===== src/rtl/config_uart_tx.sv =====
// config_uart_tx: 8N1 UART transmitter, LSB first, fed from a small byte FIFO.
// Status and readback bytes from the fabric config logic are queued here and
// shifted out to the host at BAUD_RATE. The line register tx_reg follows the
// FSM state by one cycle. As a result, a push into an empty idle block shows
// up as a falling edge on tx_o two cycles later. It also means back-to-back
// frames abut with no idle bit between them.
module config_uart_tx #(
    parameter int CLK_FREQ   = 12000000,
    parameter int BAUD_RATE  = 115200,
    parameter int FIFO_DEPTH = 16
) (
    input  logic                          clk_system_i,
    input  logic                          reset_n_i,
    input  logic [7:0]                    data_i,
    input  logic                          valid_i,
    output logic                          ready_o,
    output logic                          tx_o,
    output logic                          busy_o,
    output logic [$clog2(FIFO_DEPTH):0]   level_o
);

    localparam int CLKS_PER_BIT = CLK_FREQ / BAUD_RATE;
    localparam int CNT_W        = (CLKS_PER_BIT > 1) ? $clog2(CLKS_PER_BIT) : 1;
    localparam int PTR_W        = (FIFO_DEPTH > 1) ? $clog2(FIFO_DEPTH) : 1;

    localparam logic [CNT_W-1:0] CNT_LAST   = CNT_W'(CLKS_PER_BIT - 1);
    localparam logic [PTR_W:0]   FULL_LEVEL = (PTR_W + 1)'(FIFO_DEPTH);

    typedef enum logic [1:0] {
        IDLE  = 2'd0,
        START = 2'd1,
        DATA  = 2'd2,
        STOP  = 2'd3
    } state_t;

    // ------------------------------------------------------------------
    // Byte FIFO: pointers carry one extra bit so full and empty differ.
    // ------------------------------------------------------------------
    logic [7:0]     mem [FIFO_DEPTH];
    logic [PTR_W:0] wr_ptr_reg;
    logic [PTR_W:0] rd_ptr_reg;
    logic [7:0]     head;
    logic           full;
    logic           empty;
    logic           push;
    logic           pop;

    // ------------------------------------------------------------------
    // Transmit FSM state
    // ------------------------------------------------------------------
    state_t         state_reg;
    state_t         state_next;
    logic [CNT_W-1:0] cnt_reg;
    logic [CNT_W-1:0] cnt_next;
    logic [7:0]     shift_reg;
    logic [7:0]     shift_next;
    logic [2:0]     bit_idx_reg;
    logic [2:0]     bit_idx_next;
    logic           tx_reg;
    logic           tx_next;
    logic           line_active_reg;

    assign level_o = wr_ptr_reg - rd_ptr_reg;
    assign full    = (level_o == FULL_LEVEL);
    assign empty   = (level_o == '0);
    assign head    = mem[rd_ptr_reg[PTR_W-1:0]];

    // A full FIFO still accepts a byte in the cycle the FSM pops the head.
    // Advertising that slot through ready_o keeps the handshake honest: the
    // producer sees exactly the beats that were taken. pop depends only on
    // registered state, so ready_o has no path from valid_i.
    assign ready_o = ~full | pop;
    assign push    = valid_i & ready_o;

    // Storage array; only the write port is clocked, the head is read by the FSM load.
    always_ff @(posedge clk_system_i) begin
        if (push) begin
            mem[wr_ptr_reg[PTR_W-1:0]] <= data_i;
        end
    end

    // FIFO pointers; both wrap naturally through the extra MSB.
    always_ff @(posedge clk_system_i or negedge reset_n_i) begin
        if (!reset_n_i) begin
            wr_ptr_reg <= '0;
            rd_ptr_reg <= '0;
        end else begin
            if (push) begin
                wr_ptr_reg <= wr_ptr_reg + (PTR_W + 1)'(1);
            end
            if (pop) begin
                rd_ptr_reg <= rd_ptr_reg + (PTR_W + 1)'(1);
            end
        end
    end

    // Next-state, baud counter, shifter and the line value for the next cycle.
    always_comb begin
        state_next   = state_reg;
        cnt_next     = (cnt_reg == CNT_LAST) ? '0 : cnt_reg + CNT_W'(1);
        shift_next   = shift_reg;
        bit_idx_next = bit_idx_reg;
        pop          = 1'b0;
        tx_next      = 1'b1;

        unique case (state_reg)
            IDLE: begin
                tx_next  = 1'b1;
                cnt_next = '0;
                if (!empty) begin
                    pop          = 1'b1;
                    shift_next   = head;
                    bit_idx_next = 3'd0;
                    state_next   = START;
                end
            end

            START: begin
                tx_next = 1'b0;
                if (cnt_reg == CNT_LAST) begin
                    state_next = DATA;
                end
            end

            DATA: begin
                tx_next = shift_reg[0];
                if (cnt_reg == CNT_LAST) begin
                    if (bit_idx_reg == 3'd7) begin
                        state_next = STOP;
                    end else begin
                        shift_next   = {1'b0, shift_reg[7:1]};
                        bit_idx_next = bit_idx_reg + 3'd1;
                    end
                end
            end

            STOP: begin
                tx_next = 1'b1;
                if (cnt_reg == CNT_LAST) begin
                    // Chain straight into the next frame when a byte is waiting.
                    if (!empty) begin
                        pop          = 1'b1;
                        shift_next   = head;
                        bit_idx_next = 3'd0;
                        state_next   = START;
                    end else begin
                        state_next = IDLE;
                    end
                end
            end

            default: begin
                state_next = IDLE;
                cnt_next   = '0;
            end
        endcase
    end

    // FSM, shifter and line registers; reset forces the line high immediately.
    always_ff @(posedge clk_system_i or negedge reset_n_i) begin
        if (!reset_n_i) begin
            state_reg       <= IDLE;
            cnt_reg         <= '0;
            shift_reg       <= '0;
            bit_idx_reg     <= '0;
            tx_reg          <= 1'b1;
            line_active_reg <= 1'b0;
        end else begin
            state_reg       <= state_next;
            cnt_reg         <= cnt_next;
            shift_reg       <= shift_next;
            bit_idx_reg     <= bit_idx_next;
            tx_reg          <= tx_next;
            line_active_reg <= (state_reg != IDLE);
        end
    end

    assign tx_o = tx_reg;

    // line_active_reg covers the final stop-bit cycle still on the wire after the
    // FSM has returned to IDLE. busy_o therefore spans the whole frame as seen on tx_o.
    assign busy_o = (state_reg != IDLE) | ~empty | line_active_reg;

endmodule


===== config.mk =====
export PLATFORM = sky130hd
export DESIGN_NAME = config_uart_tx
export DESIGN_NICKNAME = d
export VERILOG_FILES = /design/src/rtl/config_uart_tx.sv
export SDC_FILE = /design/constraint.sdc
export NUM_CORES = 1
export LEC_CHECK = 0
export CORE_MARGIN = 2
export CORE_UTILIZATION = 48
export CTS_CLUSTER_DIAMETER = 80
export DETAILED_ROUTE_END_ITERATION = 6
export PLACE_DENSITY = 0.7
export SLEW_MARGIN = 10
export SYNTH_ARGS = -nofsm -noshare
export SYNTH_HDL_FRONTEND = slang
export SYNTH_SLANG_ARGS = --single-unit
export TNS_END_PERCENT = 1

===== constraint.sdc =====
create_clock -name clk_system_i -period 4.3 [get_ports clk_system_i]
set_input_delay 0.86 -clock clk_system_i [delete_from_list [all_inputs] [get_ports clk_system_i]]
set_output_delay 0.86 -clock clk_system_i [all_outputs]
set_load 0.05 [all_outputs]

==> results.json, run 1 <==
{
  "dp_slack_ns": 0.6931,
  "status": "finished, final reports clean",
  "p_leak_nw": 2.830,
  "via_per_inst": 5.699,
  "port_buffers": 18,
  "setup_tns_ns": 0,
  "grt.total_usage_pct": 19.65,
  "hold_path_depth": 1,
  "path_buffers": 3,
  "largest_reg_flops": 128,
  "yosysWarnings": 0,
  "largest_area_cell": "edfxtp_1",
  "hold_violations": 0,
  "n_antenna_cell": 0,
  "drcViolationCount": 0,
  "ys_types": 45,
  "clockRootBuffer": "clkbuf_16",
  "cts_tree": "done",
  "cp-start-kind": "flop",
  "numSynthFlops": 160,
  "end_kind": "output port",
  "synth.avg_cell_area_um2": 15.14,
  "synth.most_common_cell": "edfxtp_1",
  "slew_viol_final": 0,
  "dr_total_vias": 3841,
  "synth_chip_area_um2": 6919,
  "async_reset_ff_share_pct": 20.00,
  "setup_violations": 0,
  "grt-busiest-layer": "met2",
  "row_count": 43,
  "synth-edff-count": 128,
  "crit_family": "simple AND/OR/NAND/NOR gates",
  "drt_first_pass_iters": 5,
  "openroad.warnings": 34,
  "vdd_drop_max_mv": 0.8484,
  "clk_pin_slew_worst_paths_ns": 0.06,
  "p_total_w": 0.006245,
  "synthTopCellsByArea": "edfxtp_1 (56%), dfrtp_1 (11%), mux2_2 (7.2%), mux4_2 (3.9%), ha_1 (3.3%)",
  "cp.depth": 8,
  "worstSetupPathType": "flop to output port",
  "die_area_um2": 15390,
  "dp_hpwl_um": 9205,
  "ant_nets": 0,
  "place_area_um2": 7297,
  "worst-path-max-fanout": 7,
  "skew_ns": 0.01300,
  "critical-path-max-stage-delay_ns": 0.55,
  "cpMaxStageDelayCell": "or3b_1",
  "crit_top_cell": "inv_1",
  "use_met3_pct": 6.364,
  "cts_resized": 0,
  "routed.top_layer": "met4",
  "die_h_um": 124.1,
  "hold_slack_ns": 0.4587,
  "syn_area_um2": 6919,
  "ff2ff_path_depth": 9,
  "wl_met1_um": 6171,
  "rsz0062_at_grt": "false",
  "nets": 511,
  "core_area_um2": 13990,
  "dpl.cell_count": 642,
  "wire_per_inst_um": 20.38,
  "cp_data_required_time_ns": 3.44,
  "cp_cell_sequence": "inv_1, ha_1, fa_1, inv_1, nor4_1, mux2i_1, or3b_1, buf_4",
  "ys_top_cells_by_count": "edfxtp_1 (128), mux2_2 (44), dfrtp_1 (31), nand2_1 (22), nor2_1 (21)",
  "final_cells": 674,
  "cts_made_buffers": 17,
  "drtIter0Drc": 400,
  "fp_nets": 487,
  "timing.final.ws_setup_ns": 0.3902,
  "finish.utilization_pct": 56.61,
  "fin_crit_ns": 3.910,
  "maxCapViolations": 0,
  "post_cts_buffers": 0,
  "timing.final.crit_share_pct": 90.93,
  "die_w_um": 124.1,
  "worst_slew_pin_slew_ns": 1.145,
  "numClockSinks": 160,
  "drive_gt1_share_pct": 21.66,
  "clockBufferDepth": 2,
  "worstPathArrival_ns": 3.05,
  "io_pins": 19,
  "fmax_mhz": 255.8,
  "ff_type": "edfxtp_1",
  "yosys-stat-cells": 457,
  "syn-instance-count": 457,
  "power.density_nw_per_um2": 788.6,
  "synth_top_area_share_pct": 55.55,
  "grt_max_degree": 38,
  "htree_levels": 4,
  "place.gp.congestion": 0.9154,
  "clk_latency_ns": 0.43,
  "dr_wl_met3_um": 830,
  "grt_pass1_wl_um": 21470,
  "final_area_um2": 7919,
  "wl_met2_um": 6481,
  "fp_util_pct": 49.46,
  "hold_buffers": 0,
  "grt_remaining_overflow": 0,
  "grtUsageMet2_pct": 29.37,
  "hp-class": "flop to flop",
  "fillers": 1057,
  "grt_pass1_vias": 3814,
  "ys_seq_share_pct": 67.14,
  "synthToLayoutAreaGrowth_pct": 14.45,
  "max_slew_margin_pct": 23.05
}
run 1: final cells by class:
type	count	area [um^2]	area share, %
inverters	16	60.06	0.7584
clock inverters	15	196.4	2.481
multi-input cells	262	2128	26.88
clock buffers	17	425.4	5.372
well taps	180	225.2	2.844
flip-flops and latches	160	4646	58.67
repair buffers	24	237.7	3.002
run 1: kinds of logic after synthesis:
family,share of synthesized area [%]
AND/OR/NAND/NOR,7.342
flip-flops,67.14
AND-OR/OR-AND,5.244
adder cells (fa/ha/maj),3.544
multiplexers,12.39
buffers and inverters,2.098
XOR/XNOR,2.242
run 1: worst register-to-register path, cell delays in order, from the launching register on:
cell and delay (ns):
dfrtp_1 0.40, inv_1 0.12, ha_1 0.24, fa_1 0.43
xnor2_2 0.23, nor2_1 0.07, mux2i_1 0.29, or3b_1 0.35
nand2b_1 0.24, nor3_1 0.92
run 1: power breakdown:
group          switching [W]  internal, W  total, W
Combinational        0.00151      0.00108   0.00258
Clock               0.000673     0.000887   0.00156
Sequential          0.000157      0.00194   0.00210
Total                0.00234      0.00391   0.00625
run 1: path summary, 6_finish.rpt:
kind / from / endpoint / slack (ns)
max in group asynchronous: reset_n_i / tx_o / 3.13
hold reg to reg: cnt_reg[0] / cnt_reg[0] / 0.46
min in group asynchronous: reset_n_i / wr_ptr_reg[4] / 0.84
hold / removal: cnt_reg[0] / cnt_reg[0] / 0.46
setup reg to reg: wr_ptr_reg[0] / mem[3][3] / 0.63
setup / recovery: wr_ptr_reg[0] / ready_o / 0.39
run 1: placed cells by master (no fill, tap or decap), drive strengths merged, types with 13 or more instances in the layout:
cell	count
a21oi	19
edfxtp	128
mux2	45
nor2	22
o21ai	17
inv	23
dfrtp	31
ha	18
clkbuf	17
nand2	23
clkdlybuf4s50	13
o22ai	15
nor3	16
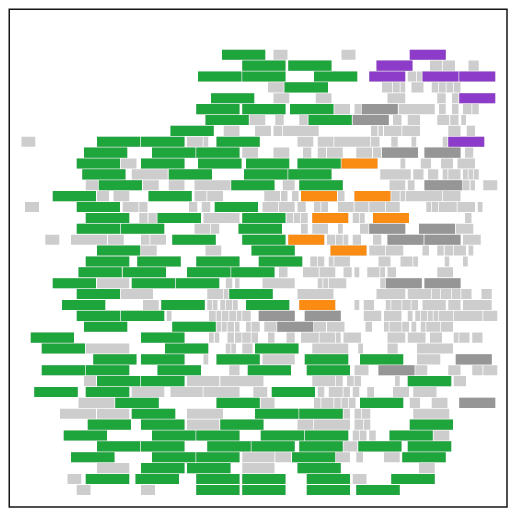
Figure 1: run 1, where the registers sit.
Drawn at 4 px/um. Other sequential cells in the stronger grey, the rest of the logic in the fainter grey.
name in the netlist	colour	placed flops
cnt_reg	purple	7
shift_reg	orange	8
mem	green	128
not coloured	17
FF/Latch Area: 4646 um^2
flip-flop and latch power: 0.00210 W

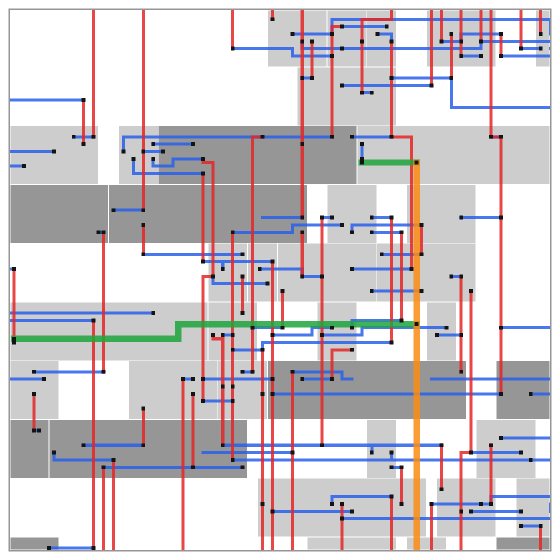
Figure 2: run 1, zoomed window.
Region (81, 81) to (106, 106) um. Cells in grey, sequential cells in the stronger grey; small squares are vias.
layer	colour
met3	green
met4	orange
met2	red
met1	blue
netlist names of flops here include	bit_idx_reg (3), shift_reg (1)
cells with their middle in the window	30
sequential cells in the window	4
most frequent	dfrtp_1 (4)

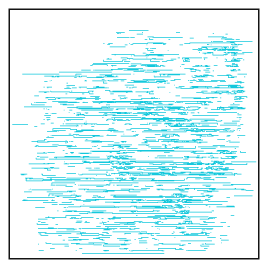
Figure 3: run 1, M1 wires.
Drawn at 2 px/um.
nets with wire on the layer	476
wire length on this layer	6170 um
final WL: 13740 um
met1 global-route usage: 27.20%

Figure 4. Logic cells by family (run 1).
Drawn at 2 px/um.
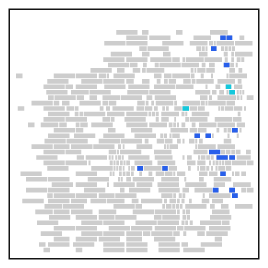

==> run 2, diff against run 1 <==
--- a/config.mk
+++ b/config.mk
@@ -5,11 +5,12 @@
 export SDC_FILE = /design/constraint.sdc
 export NUM_CORES = 1
 export LEC_CHECK = 0
+export ABC_AREA = 1
 export CORE_MARGIN = 2
 export CORE_UTILIZATION = 48
 export CTS_CLUSTER_DIAMETER = 80
 export DETAILED_ROUTE_END_ITERATION = 6
-export PLACE_DENSITY = 0.7
+export PLACE_DENSITY = 0.69
 export SLEW_MARGIN = 10
 export SYNTH_ARGS = -nofsm -noshare
 export SYNTH_HDL_FRONTEND = slang
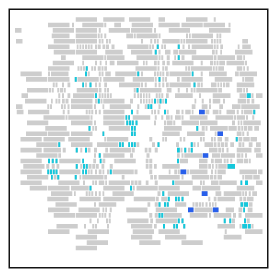
Figure 5: run 2, logic cells by family.
Drawn at 2 px/um.
family	colour	cells
XOR/XNOR gates	blue	7
NOR gates	cyan	102
Post-Layout Cell Count: 960
combinational share of cell area: 28.16%
Top cell excl fill/tap: nand2_1

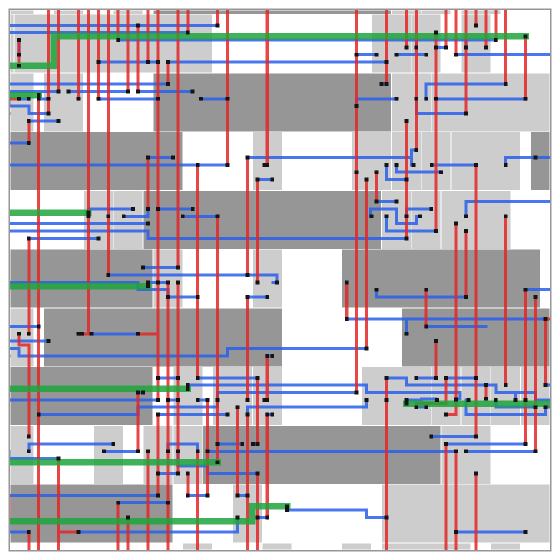
Figure 6: run 2, zoomed window.
Region (84, 84) to (109, 109) um. Cells in grey, sequential cells in the stronger grey; small squares are vias.
layer	colour
met2	red
met3	green
met1	blue
sequential cells in the window	10
netlist names of flops here include	mem (7), shift_reg (3)
cells with their middle in the window	46
most frequent	nand2_1 (13), edfxtp_1 (7)

==> results.json, run 2 <==
{
  "status": "finished, final reports clean",
  "max_slew_margin_pct": 33.96,
  "grt_max_degree": 71,
  "antenna_found_initial": 0,
  "hold_buffers": 0,
  "grt_pass1_vias": 4956,
  "critical-path-max-stage-delay_ns": 0.81,
  "aoi_share_pct": 4.723,
  "drcViolationCount": 0,
  "ant_nets": 0,
  "vdd_drop_max_mv": 0.4858,
  "p_total_w": 0.006122,
  "grtUsageMet2_pct": 34.26,
  "htree_levels": 4,
  "ff2ff_path_depth": 9,
  "drt_first_pass_iters": 6,
  "dp_hpwl_um": 11010,
  "cp-start-kind": "flop",
  "path_buffers": 3,
  "n_antenna_cell": 0,
  "place.gp.congestion": 0.9877,
  "grt_remaining_overflow": 0,
  "worstPathArrival_ns": 2.92,
  "clockRootBuffer": "clkbuf_16",
  "syn-instance-count": 747,
  "clk_latency_ns": 0.44,
  "ys_top_cells_by_count": "nand2_1 (211), edfxtp_1 (128), nor2_1 (94), inv_1 (75), nand3_1 (56)",
  "ys_sh_xor_pct": 0.8237,
  "cp_cell_sequence": "inv_1, ha_1, fa_1, nand3b_1, nand3_1, nand2_2, inv_1, clkdlybuf4s50_1",
  "power.density_nw_per_um2": 742.0,
  "cts_resized": 0,
  "wire_per_inst_um": 17.22,
  "slew_viol_final": 0,
  "wl_met1_um": 7260,
  "yosys-stat-cells": 747,
  "grt_pass1_wl_um": 26330,
  "die_h_um": 128.5,
  "fp_nets": 777,
  "timing.final.ws_setup_ns": 0.5173,
  "crit_top_cell": "inv_1",
  "post_cts_buffers": 0,
  "cp.depth": 8,
  "dr_wl_met3_um": 1197,
  "row_count": 45,
  "worstSetupPathType": "flop to output port",
  "worst-path-max-fanout": 5,
  "grt.total_usage_pct": 21.67,
  "grtUsageMet1_pct": 29.54,
  "fin_crit_ns": 3.783,
  "crit_family": "buffers and inverters",
  "die_w_um": 128.5,
  "maxCapViolations": 0,
  "timing.final.crit_share_pct": 87.97,
  "skew_ns": 0.009734,
  "ys_types": 34,
  "cts_made_buffers": 17,
  "p_leak_nw": 3.416,
  "most-common-layout-cells": "nand2_1 (211), edfxtp_1 (128), nor2_1 (94)",
  "drive_gt1_share_pct": 10.10,
  "numClockSinks": 160,
  "rsz0062_at_grt": "false",
  "drtIter0Drc": 583,
  "synth_top_area_share_pct": 51.64,
  "port_buffers": 18,
  "largest_area_cell": "edfxtp_1",
  "ys_sh_mux_pct": 0,
  "synth.most_common_cell": "nand2_1",
  "via_per_inst": 5.292,
  "ys_sh_adder_pct": 3.295,
  "use_met3_pct": 5.364,
  "dr_total_vias": 5080,
  "synth_chip_area_um2": 7443,
  "io_pins": 19,
  "top_logic_kind": "simple AND/OR/NAND/NOR gates",
  "routed.top_layer": "met4",
  "fillers": 1288,
  "hp-class": "flop to flop",
  "synth-edff-count": 128,
  "synthTopCellsByArea": "edfxtp_1 (52%), nand2_1 (11%), dfrtp_1 (10%), nor2_1 (4.7%), inv_1 (3.8%)",
  "numSynthFlops": 160,
  "setup_violations": 0,
  "finalWirelength_um": 16530,
  "dpl.cell_count": 928,
  "die_area_um2": 16520,
  "core_area_um2": 15200,
  "worst_slew_pin_slew_ns": 0.9892,
  "ff_type": "edfxtp_1",
  "cp_data_required_time_ns": 3.44,
  "grt-busiest-layer": "met2",
  "synth.avg_cell_area_um2": 9.964,
  "yosysWarnings": 0,
  "cpMaxStageDelayCell": "clkdlybuf4s50_1",
  "wl_met2_um": 7713,
  "fmax_mhz": 264.4,
  "syn_area_um2": 7443,
  "setup_tns_ns": 0,
  "nets": 789,
  "clk_pin_slew_worst_paths_ns": 0.06,
  "clockBufferDepth": 2,
  "fp_util_pct": 48.96,
  "hold_violations": 0,
  "cts_tree": "done",
  "synth-simple-area-share_pct": 22.37,
  "synthToLayoutAreaGrowth_pct": 10.84,
  "async_reset_ff_share_pct": 20.00,
  "dp_slack_ns": 0.9852,
  "openroad.warnings": 34,
  "end_kind": "output port",
  "ys_seq_share_pct": 62.41,
  "hold_path_depth": 1,
  "largest_reg_flops": 128
}
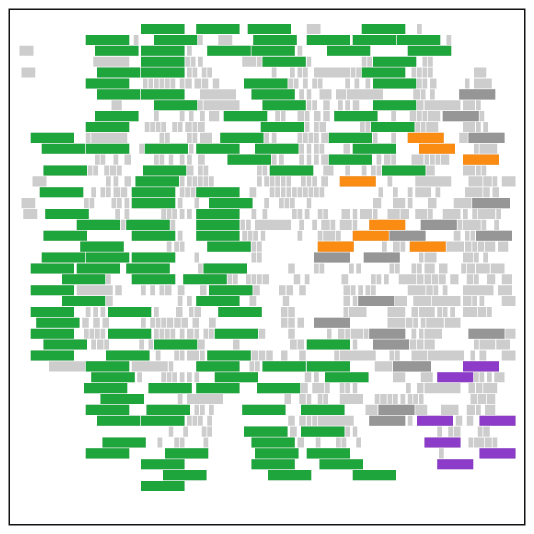
Figure 7: run 2, where the registers sit.
Drawn at 4 px/um. Other sequential cells in the stronger grey, the rest of the logic in the fainter grey.
name in the netlist	colour	placed flops
cnt_reg	purple	7
mem	green	128
shift_reg	orange	8
Seq/total area: 56.32%
FF/Latch Area: 4647 um^2

==> run 2: cell count changes after synthesis, moves of 7 or more <==
cell | previous run | this run
nand2_1 | 22 | 211
inv_1 | 15 | 75
o22ai_1 | 15 | 0
mux2i_1 | 8 | 0
nand3_1 | 11 | 56
nor3_1 | 16 | 4
mux4_2 | 12 | 0
mux2_2 | 44 | 0
buf_6 | 0 | 7
o21ai_2 | 0 | 11
o21ai_0 | 17 | 30
nor2_1 | 21 | 94
==> run 2: area by class of cell <==
type / instances / area [um^2] / share of cell area [%]
Multi-Input combinational cell: 480 / 2323 / 28.16
Inverter: 79 / 296.5 / 3.594
Timing Repair Buffer: 21 / 195.2 / 2.366
Tap cell: 188 / 235.2 / 2.851
Clock inverter: 15 / 127.6 / 1.547
Clock buffer: 17 / 425.4 / 5.156
Sequential cell: 160 / 4647 / 56.32
==> run 2: final timing paths <==
kind	start	endpoint	slack (ns)
max	wr_ptr_reg[0]	level_o[4]	0.52
min	cnt_reg[0]	cnt_reg[0]	0.46
max reg2reg	rd_ptr_reg[1]	mem[11][7]	1.29
min reg2reg	cnt_reg[0]	cnt_reg[0]	0.46
max in group asynchronous	reset_n_i	tx_o	3.13
min in group asynchronous	reset_n_i	shift_reg[5]	0.84
==> run 2: stage by stage <==
step                      area (um^2)  hold slack [ns]  util, %
after CTS                        8250           0.4628    54.27
final                            8250           0.4618    54.27
after global routing             8250           0.4970    54.27
after global placement           7697           0.4436    50.63
after detailed placement         7697           0.4543    50.63
after floorplan                  7443           0.4300        -
==> run 2: report_power, final <==
group / switching, W / internal (W) / leakage, nW
Sequential: 0.000143 / 0.00192 / 1.56
Combinational: 0.00185 / 0.000798 / 1.59
Clock: 0.000657 / 0.000754 / 0.265
Total: 0.00265 / 0.00348 / 3.42
Power and IR drop assume default switching activity.
